===== src/rtl/ctl_pkg.sv =====
// ctl_pkg: shared field positions, class codes, control word and FSM
// state types for the decode/control stage.
package ctl_pkg;

  localparam int COND_LSB = 28;
  localparam int CLS_LSB  = 25;
  localparam int LINK_BIT = 24;
  localparam int BYTE_BIT = 22;
  localparam int OPC_LSB  = 21;
  localparam int RW_BIT   = 21;
  localparam int S_BIT    = 20;
  localparam int RN_LSB   = 16;
  localparam int RD_LSB   = 12;
  localparam int RM_LSB   = 0;

  typedef logic [2:0] cls_t;

  localparam cls_t CLS_DP_SHIFT = 3'b000;
  localparam cls_t CLS_DP_IMM   = 3'b001;
  localparam cls_t CLS_LS_IMM   = 3'b010;
  localparam cls_t CLS_LS_REG   = 3'b011;
  localparam cls_t CLS_BRANCH   = 3'b101;

  localparam logic [1:0] SIZE_BYTE = 2'b00;
  localparam logic [1:0] SIZE_WORD = 2'b10;

  typedef struct packed {
    logic       se_id;
    logic       li_id;
    logic       rf_id;
    logic       b_id;
    logic       r_w;
    logic       b_l;
    logic       illegal;
    logic [1:0] size;
    logic [3:0] cond;
    logic       s_bit;
  } ctl_t;

  typedef struct packed {
    logic rn;
    logic rm;
    logic rd;
  } rd_mask_t;

  typedef enum logic {
    RUN    = 1'b0,
    BUBBLE = 1'b1
  } state_t;

endpackage


===== src/rtl/ctl_decode.sv =====
// ctl_decode: combinational instruction -> control word decoder,
// plus the mask of register fields the instruction reads.
module ctl_decode
  import ctl_pkg::*;
#(
  parameter int OPC_W  = 4,
  parameter int REG_AW = 4
) (
  input  logic [31:0]       ir,
  output ctl_t              cw,
  output logic [OPC_W-1:0]  opcode,
  output logic [REG_AW-1:0] rn,
  output logic [REG_AW-1:0] rd,
  output logic [REG_AW-1:0] rm,
  output rd_mask_t          rmask
);

  cls_t cls;
  logic is_nop;
  logic unused_mid;

  assign cls        = ir[CLS_LSB +: 3];
  assign is_nop     = (ir == 32'd0);
  assign unused_mid = ^ir[11:4];

  // class decode; an all-zero word is a NOP, not a shift-imm DP
  always_comb begin
    cw       = '0;
    opcode   = '0;
    rmask    = '0;
    cw.cond  = ir[COND_LSB +: 4];
    cw.s_bit = ir[S_BIT];
    rn       = ir[RN_LSB +: REG_AW];
    rd       = ir[RD_LSB +: REG_AW];
    rm       = ir[RM_LSB +: REG_AW];
    if (!is_nop) begin
      unique case (1'b1)
        cls == CLS_DP_SHIFT: begin
          cw.se_id = 1'b1;
          opcode   = ir[OPC_LSB +: OPC_W];
          rmask.rn = 1'b1;
          rmask.rm = 1'b1;
        end
        cls == CLS_DP_IMM: begin
          opcode   = ir[OPC_LSB +: OPC_W];
          rmask.rn = 1'b1;
        end
        cls == CLS_LS_IMM: begin
          cw.li_id = 1'b1;
          cw.r_w   = ir[RW_BIT];
          cw.size  = ir[BYTE_BIT] ? SIZE_BYTE : SIZE_WORD;
          rmask.rn = 1'b1;
          rmask.rd = ir[RW_BIT];
        end
        cls == CLS_LS_REG: begin
          cw.li_id = 1'b1;
          cw.rf_id = 1'b1;
          cw.r_w   = ir[RW_BIT];
          cw.size  = ir[BYTE_BIT] ? SIZE_BYTE : SIZE_WORD;
          rmask.rn = 1'b1;
          rmask.rm = 1'b1;
          rmask.rd = ir[RW_BIT];
        end
        cls == CLS_BRANCH: begin
          cw.b_id = 1'b1;
          cw.b_l  = ir[LINK_BIT];
        end
        default: cw.illegal = 1'b1;
      endcase
    end
  end

endmodule


===== src/rtl/id_control_stage.sv =====
// id_control_stage: decode + ID/EX register with handshake, stall hold,
// flush bubble and load-use hazard bubble insertion.
module id_control_stage
  import ctl_pkg::*;
#(
  parameter int INSTR_W   = 32,
  parameter int OPC_W     = 4,
  parameter int REG_AW    = 4,
  parameter bit HAZARD_EN = 1'b1
) (
  input  logic               clk,
  input  logic               reset_n,
  input  logic [INSTR_W-1:0] ir_in,
  input  logic               ir_valid,
  output logic               ir_ready,
  input  logic               ex_stall,
  input  logic               flush,
  output logic               ctl_valid,
  output logic               se_id,
  output logic               li_id,
  output logic               rf_id,
  output logic               b_id,
  output logic               r_w,
  output logic               b_l,
  output logic [OPC_W-1:0]   opcode,
  output logic [1:0]         size,
  output logic [3:0]         cond,
  output logic               s_bit,
  output logic [REG_AW-1:0]  rn,
  output logic [REG_AW-1:0]  rd,
  output logic [REG_AW-1:0]  rm,
  output logic               illegal,
  output logic               hazard_stall
);

  ctl_t              cw_d, cw_q;
  logic [OPC_W-1:0]  opc_d, opc_q;
  logic [REG_AW-1:0] rn_d, rd_d, rm_d;
  logic [REG_AW-1:0] rn_q, rd_q, rm_q;
  rd_mask_t          rmask;
  logic              vld_q;
  state_t            state_q, state_d;
  logic              load_q, hit, hazard;
  logic              upd, take;

  ctl_decode #(
    .OPC_W  (OPC_W),
    .REG_AW (REG_AW)
  ) u_dec (
    .ir     (ir_in[31:0]),
    .cw     (cw_d),
    .opcode (opc_d),
    .rn     (rn_d),
    .rd     (rd_d),
    .rm     (rm_d),
    .rmask  (rmask)
  );

  // load-use: registered load whose rd the incoming word reads
  always_comb begin
    load_q = vld_q & cw_q.li_id & ~cw_q.r_w;
    hit    = (rmask.rn & (rn_d == rd_q))
           | (rmask.rm & (rm_d == rd_q))
           | (rmask.rd & (rd_d == rd_q));
    hazard = HAZARD_EN & (state_q == RUN)
           & load_q & ir_valid & hit;
  end

  // next state and register update: flush > stall > hazard > accept
  always_comb begin
    state_d      = state_q;
    upd          = 1'b1;
    take         = 1'b0;
    hazard_stall = 1'b0;
    ir_ready     = (~ex_stall & ~hazard) | flush;
    if (flush) begin
      state_d = RUN;
    end else if (ex_stall) begin
      upd = 1'b0;
    end else if (hazard) begin
      hazard_stall = 1'b1;
      state_d      = BUBBLE;
    end else if (ir_valid) begin
      take    = 1'b1;
      state_d = RUN;
    end
  end

  // FSM state and ID/EX register; a bubble clears every field
  always_ff @(posedge clk or negedge reset_n) begin
    if (!reset_n) begin
      state_q <= RUN;
      vld_q   <= 1'b0;
      cw_q    <= '0;
      opc_q   <= '0;
      rn_q    <= '0;
      rd_q    <= '0;
      rm_q    <= '0;
    end else begin
      state_q <= state_d;
      if (upd) begin
        vld_q <= take;
        if (take) begin
          cw_q  <= cw_d;
          opc_q <= opc_d;
          rn_q  <= rn_d;
          rd_q  <= rd_d;
          rm_q  <= rm_d;
        end else begin
          cw_q  <= '0;
          opc_q <= '0;
          rn_q  <= '0;
          rd_q  <= '0;
          rm_q  <= '0;
        end
      end
    end
  end

  assign ctl_valid = vld_q;
  assign se_id     = cw_q.se_id;
  assign li_id     = cw_q.li_id;
  assign rf_id     = cw_q.rf_id;
  assign b_id      = cw_q.b_id;
  assign r_w       = cw_q.r_w;
  assign b_l       = cw_q.b_l;
  assign illegal   = cw_q.illegal;
  assign size      = cw_q.size;
  assign cond      = cw_q.cond;
  assign s_bit     = cw_q.s_bit;
  assign opcode    = opc_q;
  assign rn        = rn_q;
  assign rd        = rd_q;
  assign rm        = rm_q;

endmodule


===== config.mk =====
export PLATFORM = sky130hd
export DESIGN_NAME = id_control_stage
export DESIGN_NICKNAME = d
export VERILOG_FILES = /design/src/rtl/ctl_pkg.sv /design/src/rtl/ctl_decode.sv /design/src/rtl/id_control_stage.sv
export SDC_FILE = /design/constraint.sdc
export NUM_CORES = 1
export LEC_CHECK = 0
export CAP_MARGIN = 10
export CORE_UTILIZATION = 30
export CTS_CLUSTER_DIAMETER = 100
export DETAILED_ROUTE_END_ITERATION = 6
export SLEW_MARGIN = 10
export SYNTH_ARGS = -nofsm -noshare
export SYNTH_HDL_FRONTEND = slang
export SYNTH_SLANG_ARGS = --single-unit

===== constraint.sdc =====
create_clock -name clk -period 1.92 [get_ports clk]
set_input_delay 0.384 -clock clk [delete_from_list [all_inputs] [get_ports clk]]
set_output_delay 0.384 -clock clk [all_outputs]
set_load 0.01 [all_outputs]

Placed cells, one color a class:
Drawn at 4 px/um. Fill, decap, tap and diode cells in gray.
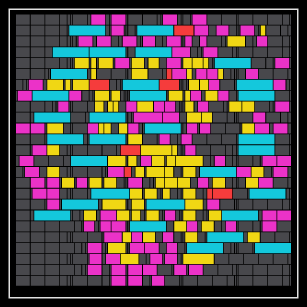
clock drivers and dummy loads: marked red, cells 8. combinational and other logic: marked yellow, cells 83. sequential cells: marked cyan, cells 31. remaining buffers and delay cells: marked magenta, cells 102.
sequential cell area share: 30.30%
area inside the core boundary: 4692 um^2
final std cell area, no fill: 2569 um^2
Core Util, Final: 54.75%
number of rows created at floorplan: 25

Port wiring:
Drawn at 4 px/um.
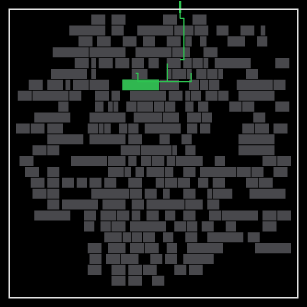
r_w: marked green, direction output, end cells 1, buffers 1, wire 36.3 um.

==> tab_implementation.tex <==
% Auto-generated results table
\begin{tabular}{lr}
\hline
Metric & Value \\
\hline
\multicolumn{2}{l}{\textbf{Final timing}} \\
Hold violation count in the final report & 0 \\
Final cycle utilization of the critical path & 119.8\% \\
Setup slack of the critical path after layout & -0.3806 ns \\
Final TNS setup & -3.408 ns \\
Unrepaired setup endpoints after global routing & true \\
Final setup violating endpoints & 29 \\
\multicolumn{2}{l}{\textbf{Synth}} \\
Top cells by instance count after synthesis & sky130\_fd\_sc\_hd\_\_dfrtp\_1, sky130\_fd\_sc\_hd\_\_a22o\_1, sky130\_fd\_sc\_hd\_\_xor2\_1, sky130\_fd\_sc\_hd\_\_nor4\_1 \\
Total number of yosys warnings & 0 \\
Synth Cell Area & $\sim$1500 um\^{}2 \\
Most frequent cell after synthesis & sky130\_fd\_sc\_hd\_\_dfrtp\_1 \\
Average size of a mapped cell & 12.17 um\^{}2 \\
\multicolumn{2}{l}{\textbf{Critical path}} \\
RR Startpoint & rd[1] \\
Data arrival, critical path & around 1.9 ns \\
Series of cell instances along the critical path & clkdlybuf4s50\_1 > nor4\_1 > nand4\_1 > nor2\_2 > o31ai\_4 > nand2\_2 > a21o\_1 > buf\_2 \\
Peak per-stage delay on the critical path & 0.45 ns \\
Critical path depth & 8 \\
Data required time of the critical path & roughly 1.5 ns \\
Type of element capturing the critical path & output pin \\
\multicolumn{2}{l}{\textbf{Floorplanning}} \\
Count of pins on the block boundary & 70 \\
Die span in x & just over 70 um \\
\multicolumn{2}{l}{\textbf{Final layout}} \\
Fillcell total & 431 \\
Final Non-Filler Cells & approximately 280 \\
Biggest cell category by area in the final layout & non-clock buffers \\
\multicolumn{2}{l}{\textbf{Power}} \\
Flop pwr share & between 40\% and 50\% \\
Total power & between 0.001 and 0.0015 W \\
Net switching power & between 0.0003 and 0.0004 W \\
Fraction of power spent switching nets & between 20\% and 30\% \\
\multicolumn{2}{l}{\textbf{Route}} \\
Met1 routed wirelength after detailed routing & about 1900 um \\
Post-DRT Antenna Nets & 0 \\
WL met2 & approximately 2400 um \\
\multicolumn{2}{l}{\textbf{Clock tree}} \\
Insertion delay at the late pin of the worst-skew pair & roughly 0.28 ns \\
Maximum count of clock buffers along a single path & 2 \\
\multicolumn{2}{l}{\textbf{Run status}} \\
Status & finished with violations \\
Violated checks & negative setup slack \\
\multicolumn{2}{l}{\textbf{Placed design}} \\
Placed Instance Area & roughly 2400 um\^{}2 \\
\hline
\end{tabular}
Clock routing:
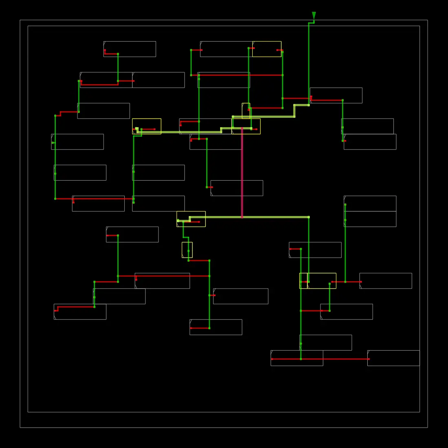
Clock net power: 0.000495 W
total number of sequential cells: 31
final-layout clock buffer total: 7

Power figures rest on the tool's default switching activity, not on a simulated workload.
